Clock routing:
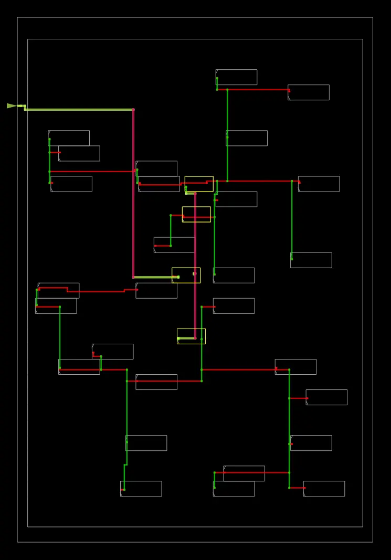
Sequential cells grouped by signal name:
The bar under the picture is 20 µm long. Other sequential cells in the stronger grey, the rest of the logic in the fainter grey.
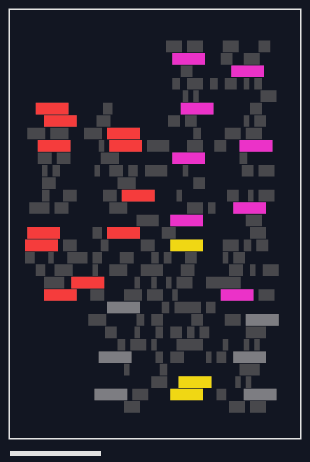
[src/rtl/uart_pkg.sv]
// Shared UART definitions: line constants, the FSM state type and the
// clocks-per-bit divider. uart_tx uses this package, and a future uart_rx will too.
package uart_pkg;

    localparam int   UART_DATA_W   = 8;
    localparam logic UART_IDLE_LVL = 1'b1;

    // PARITY is listed even when parity is compiled out, so that tx and rx
    // share a single state encoding.
    typedef enum logic [2:0] {
        IDLE,
        START,
        DATA,
        PARITY,
        STOP
    } uart_state_e;

    // Clock cycles per bit, rounded to the nearest integer.
    function automatic int uart_div(input int clk_freq_hz, input int baud);
        return (clk_freq_hz + baud / 2) / baud;
    endfunction

endpackage

[src/rtl/uart_baud_gen.sv]
// Bit-period counter. It counts 0..DIV-1 and pulses tick on the last cycle of
// each bit. restart holds the count at zero, so every frame starts on a fresh
// bit boundary.
module uart_baud_gen #(
    parameter int DIV = 4
) (
    input  logic clk,
    input  logic resetn,
    input  logic restart,
    output logic tick
);

    localparam int CNT_W = (DIV > 1) ? $clog2(DIV) : 1;

    logic [CNT_W-1:0] count_q;
    logic [CNT_W-1:0] count_d;

    // tick is a decode of the registered count, so it stays glitch-free
    // relative to clk.
    assign tick = (count_q == CNT_W'(DIV - 1));

    // Next count: wrap at the end of each bit and hold at zero while restarting.
    always_comb begin
        // NOTE: assign a default before any branch in always_comb; a path that
        // leaves a variable unassigned infers a latch.
        count_d = count_q + 1'b1;
        if (restart || tick) begin
            count_d = '0;
        end
    end

    // Count register with synchronous active-low reset.
    always_ff @(posedge clk) begin
        // NOTE: sequential state uses non-blocking assignments only, so every
        // flop samples values from before the edge.
        if (!resetn) begin
            count_q <= '0;
        end else begin
            count_q <= count_d;
        end
    end

endmodule

[src/rtl/uart_tx.sv]
// Byte-wide UART transmitter. It accepts one byte per valid/ready handshake
// and sends it LSB first as 8N1, idle high.
// Build option: define UART_TX_PARITY_EN to insert a parity bit (8E1, or 8O1
// with PARITY_ODD=1) between the data and stop bits.
import uart_pkg::*;

module uart_tx #(
    parameter int CLK_FREQ_HZ = 12000000,
    parameter int BAUD        = 9600,
    parameter int PARITY_ODD  = 0
) (
    input  logic                   clk,
    input  logic                   resetn,
    input  logic [UART_DATA_W-1:0] tx_data,
    input  logic                   tx_valid,
    output logic                   tx_ready,
    output logic                   tx_busy,
    output logic                   txd
);

    localparam int DIV = uart_div(CLK_FREQ_HZ, BAUD);

    // Reject configurations that cannot hold each bit for DIV cycles.
    if (DIV < 2) begin : g_bad_div
        $error("uart_tx: DIV must be >= 2");
    end
    if (PARITY_ODD != 0 && PARITY_ODD != 1) begin : g_bad_parity
        $error("uart_tx: PARITY_ODD must be 0 or 1");
    end

    uart_state_e            state_q,   state_d;
    logic [UART_DATA_W-1:0] shreg_q,   shreg_d;
    logic [2:0]             bit_idx_q, bit_idx_d;
    logic                   txd_q,     txd_d;
    logic                   ready_q,   ready_d;
    logic                   busy_q,    busy_d;
`ifdef UART_TX_PARITY_EN
    logic                   parity_q,  parity_d;
`endif

    logic accept;
    logic tick;

    assign accept = tx_valid && ready_q;

    // The counter is held at zero while idle. Accept therefore starts the
    // start bit on a full period, and natural wraps mark every later boundary.
    uart_baud_gen #(
        .DIV (DIV)
    ) u_baud_gen (
        .clk     (clk),
        .resetn  (resetn),
        .restart (state_q == IDLE),
        .tick    (tick)
    );

    // Next-state logic. Each output is decided one cycle early so that it can
    // be driven straight from a flop.
    always_comb begin
        state_d   = state_q;
        shreg_d   = shreg_q;
        bit_idx_d = bit_idx_q;
        txd_d     = txd_q;
        ready_d   = ready_q;
        busy_d    = busy_q;
`ifdef UART_TX_PARITY_EN
        parity_d  = parity_q;
`endif
        case (state_q)
            IDLE: begin
                if (accept) begin
                    state_d   = START;
                    shreg_d   = tx_data;
                    bit_idx_d = '0;
                    txd_d     = 1'b0;
                    ready_d   = 1'b0;
                    busy_d    = 1'b1;
`ifdef UART_TX_PARITY_EN
                    parity_d  = (^tx_data) ^ 1'(PARITY_ODD);
`endif
                end
            end
            START: begin
                if (tick) begin
                    state_d = DATA;
                    txd_d   = shreg_q[0];
                    shreg_d = shreg_q >> 1;
                end
            end
            DATA: begin
                if (tick) begin
                    if (bit_idx_q == 3'd7) begin
`ifdef UART_TX_PARITY_EN
                        state_d = PARITY;
                        txd_d   = parity_q;
`else
                        state_d = STOP;
                        txd_d   = 1'b1;
`endif
                    end else begin
                        bit_idx_d = bit_idx_q + 3'd1;
                        txd_d     = shreg_q[0];
                        shreg_d   = shreg_q >> 1;
                    end
                end
            end
`ifdef UART_TX_PARITY_EN
            PARITY: begin
                if (tick) begin
                    state_d = STOP;
                    txd_d   = 1'b1;
                end
            end
`endif
            STOP: begin
                if (tick) begin
                    state_d = IDLE;
                    txd_d   = UART_IDLE_LVL;
                    ready_d = 1'b1;
                    busy_d  = 1'b0;
                end
            end
            default: begin
                state_d = IDLE;
                txd_d   = UART_IDLE_LVL;
                ready_d = 1'b1;
                busy_d  = 1'b0;
            end
        endcase
    end

    // State and output registers. A reset aborts any frame in flight.
    always_ff @(posedge clk) begin
        // NOTE: the shift register is reset along with the control state. It
        // is only eight flops, and resetting it keeps its contents defined.
        if (!resetn) begin
            state_q   <= IDLE;
            shreg_q   <= '0;
            bit_idx_q <= '0;
            txd_q     <= UART_IDLE_LVL;
            ready_q   <= 1'b1;
            busy_q    <= 1'b0;
`ifdef UART_TX_PARITY_EN
            parity_q  <= 1'b0;
`endif
        end else begin
            state_q   <= state_d;
            shreg_q   <= shreg_d;
            bit_idx_q <= bit_idx_d;
            txd_q     <= txd_d;
            ready_q   <= ready_d;
            busy_q    <= busy_d;
`ifdef UART_TX_PARITY_EN
            parity_q  <= parity_d;
`endif
        end
    end

    assign txd      = txd_q;
    assign tx_ready = ready_q;
    assign tx_busy  = busy_q;

endmodule

[config.mk]
export PLATFORM = sky130hd
export DESIGN_NAME = uart_tx
export DESIGN_NICKNAME = d
export VERILOG_FILES = /design/src/rtl/uart_pkg.sv /design/src/rtl/uart_baud_gen.sv /design/src/rtl/uart_tx.sv
export SDC_FILE = /design/constraint.sdc
export NUM_CORES = 1
export LEC_CHECK = 0
export CAP_MARGIN = 20
export CELL_PAD_IN_SITES_DETAIL_PLACEMENT = 1
export CELL_PAD_IN_SITES_GLOBAL_PLACEMENT = 1
export CORE_ASPECT_RATIO = 1.5
export CORE_MARGIN = 1.5
export CORE_UTILIZATION = 28
export DETAILED_ROUTE_END_ITERATION = 16
export GPL_ROUTABILITY_DRIVEN = 0
export HOLD_SLACK_MARGIN = 0.03
export PLACE_DENSITY = 0.55
export SKIP_CTS_REPAIR_TIMING = 1
export SLEW_MARGIN = 10
export SYNTH_ARGS = -nofsm -noshare
export SYNTH_HDL_FRONTEND = slang
export SYNTH_SLANG_ARGS = --single-unit
[constraint.sdc]
create_clock -name clk -period 3.9 [get_ports clk]
set_input_delay 0.78 -clock clk [delete_from_list [all_inputs] [get_ports clk]]
set_output_delay 0.78 -clock clk [all_outputs]
set_load 0.03 [all_outputs]
==> results.yml <==
# implementation run metrics
status:
  outcome: "finished clean"
global_routing:
  grt.busiest_layer: "met2"
  grt_pass1_wl_um: 5750
  grt_max_degree: 23
  grt_pass1_vias: 1287
  antenna_found_initial: 0
  met2_usage: 0.230
setup_path:
  critPathTopFamily: "buffers and inverters"
  critPathBufInv: 2
  max_stage_delay_ns: 0.93
  r2r_slack_ns: 2.00
timing:
  drv_slew: 0
  setup-tns-final_ns: 0
  timing.final.crit_share: 0.613
  rsz0062_at_grt: "no"
  tightestPinTransition_ns: 0.861
  hold_violations: 0
  setup_ws_ns: 1.51
clock_tree:
  clk_pin_slew_ns: 0.10
  h-tree-depth: 1
routing:
  drt-met1-wl_um: 1400
  dr_wl_met2_um: 1790
  routed-wl-met3_um: 80
cells_and_area:
  mi_logic_area_um2: 886
  nets: 183
  dominant_cells: "combinational gates"
  diodes: 0
  mostFrequentLayoutCells: "28 x dfxtp_1, 18 x nand2_1, 13 x clkdlybuf4s50_1, 11 x mux2i_1, 9 x o21ai_0"
  inverters: 4
  sh_comb_area: 0.512
synth:
  ys_ff: 28
  topCellsByArea: "dfxtp_1 37%, mux2i_1 7.2%, nor2_4 5.9%"
  top_area_frac: 0.365
  ys_seq_frac: 0.365
  enable_flop_cells: 0
  syn_inst: 160
flow_run:
  tool_warnings: 27
  drv_cap: 0
pwr:
  p_leak_uw: 0.000610
  seq-power_uw: 309
  internal-power_uw: 430
  switchingPower_uw: 147
  power_frac_seq: 0.535
placed_design:
  dp_hpwl_um: 2450
die:
  nWellTaps: 68
  die_area_um2: 5940
About 'clock routing':
clock sinks: 28
total CTS buffers: 3

About 'sequential cells grouped by signal name':
[yellow] state_q | sequential cells: 3
[magenta] shreg_q | sequential cells: 8
[red] u_baud_gen.count_q | sequential cells: 11

[registers in the layout (all words and copies together), names as in the netlist]
signal and flops:
txd 1, bit_idx_q 3, tx_busy 1, tx_ready 1
u_baud_gen.count_q 11, state_q 3, shreg_q 8
[path summary, 6_finish.rpt]
check / cells past startpoint / to / start
hold reg to reg: 2 / tx_busy / tx_busy
setup / recovery: 4 / u_baud_gen.count_q[2] / resetn
setup reg to reg: 5 / bit_idx_q[2] / u_baud_gen.count_q[0]
hold / removal: 2 / tx_busy / tx_busy
[through the flow]
stage / hold slack (ns) / power, µW
final: 0.464 / 576
after global routing: 0.484 / 606
after CTS: 0.472 / 588
after detailed placement: 0.457 / 402
after global placement: 0.440 / 398
after floorplan: 0.434 / 374
Power figures rest on the tool's default switching activity, not on a simulated workload.
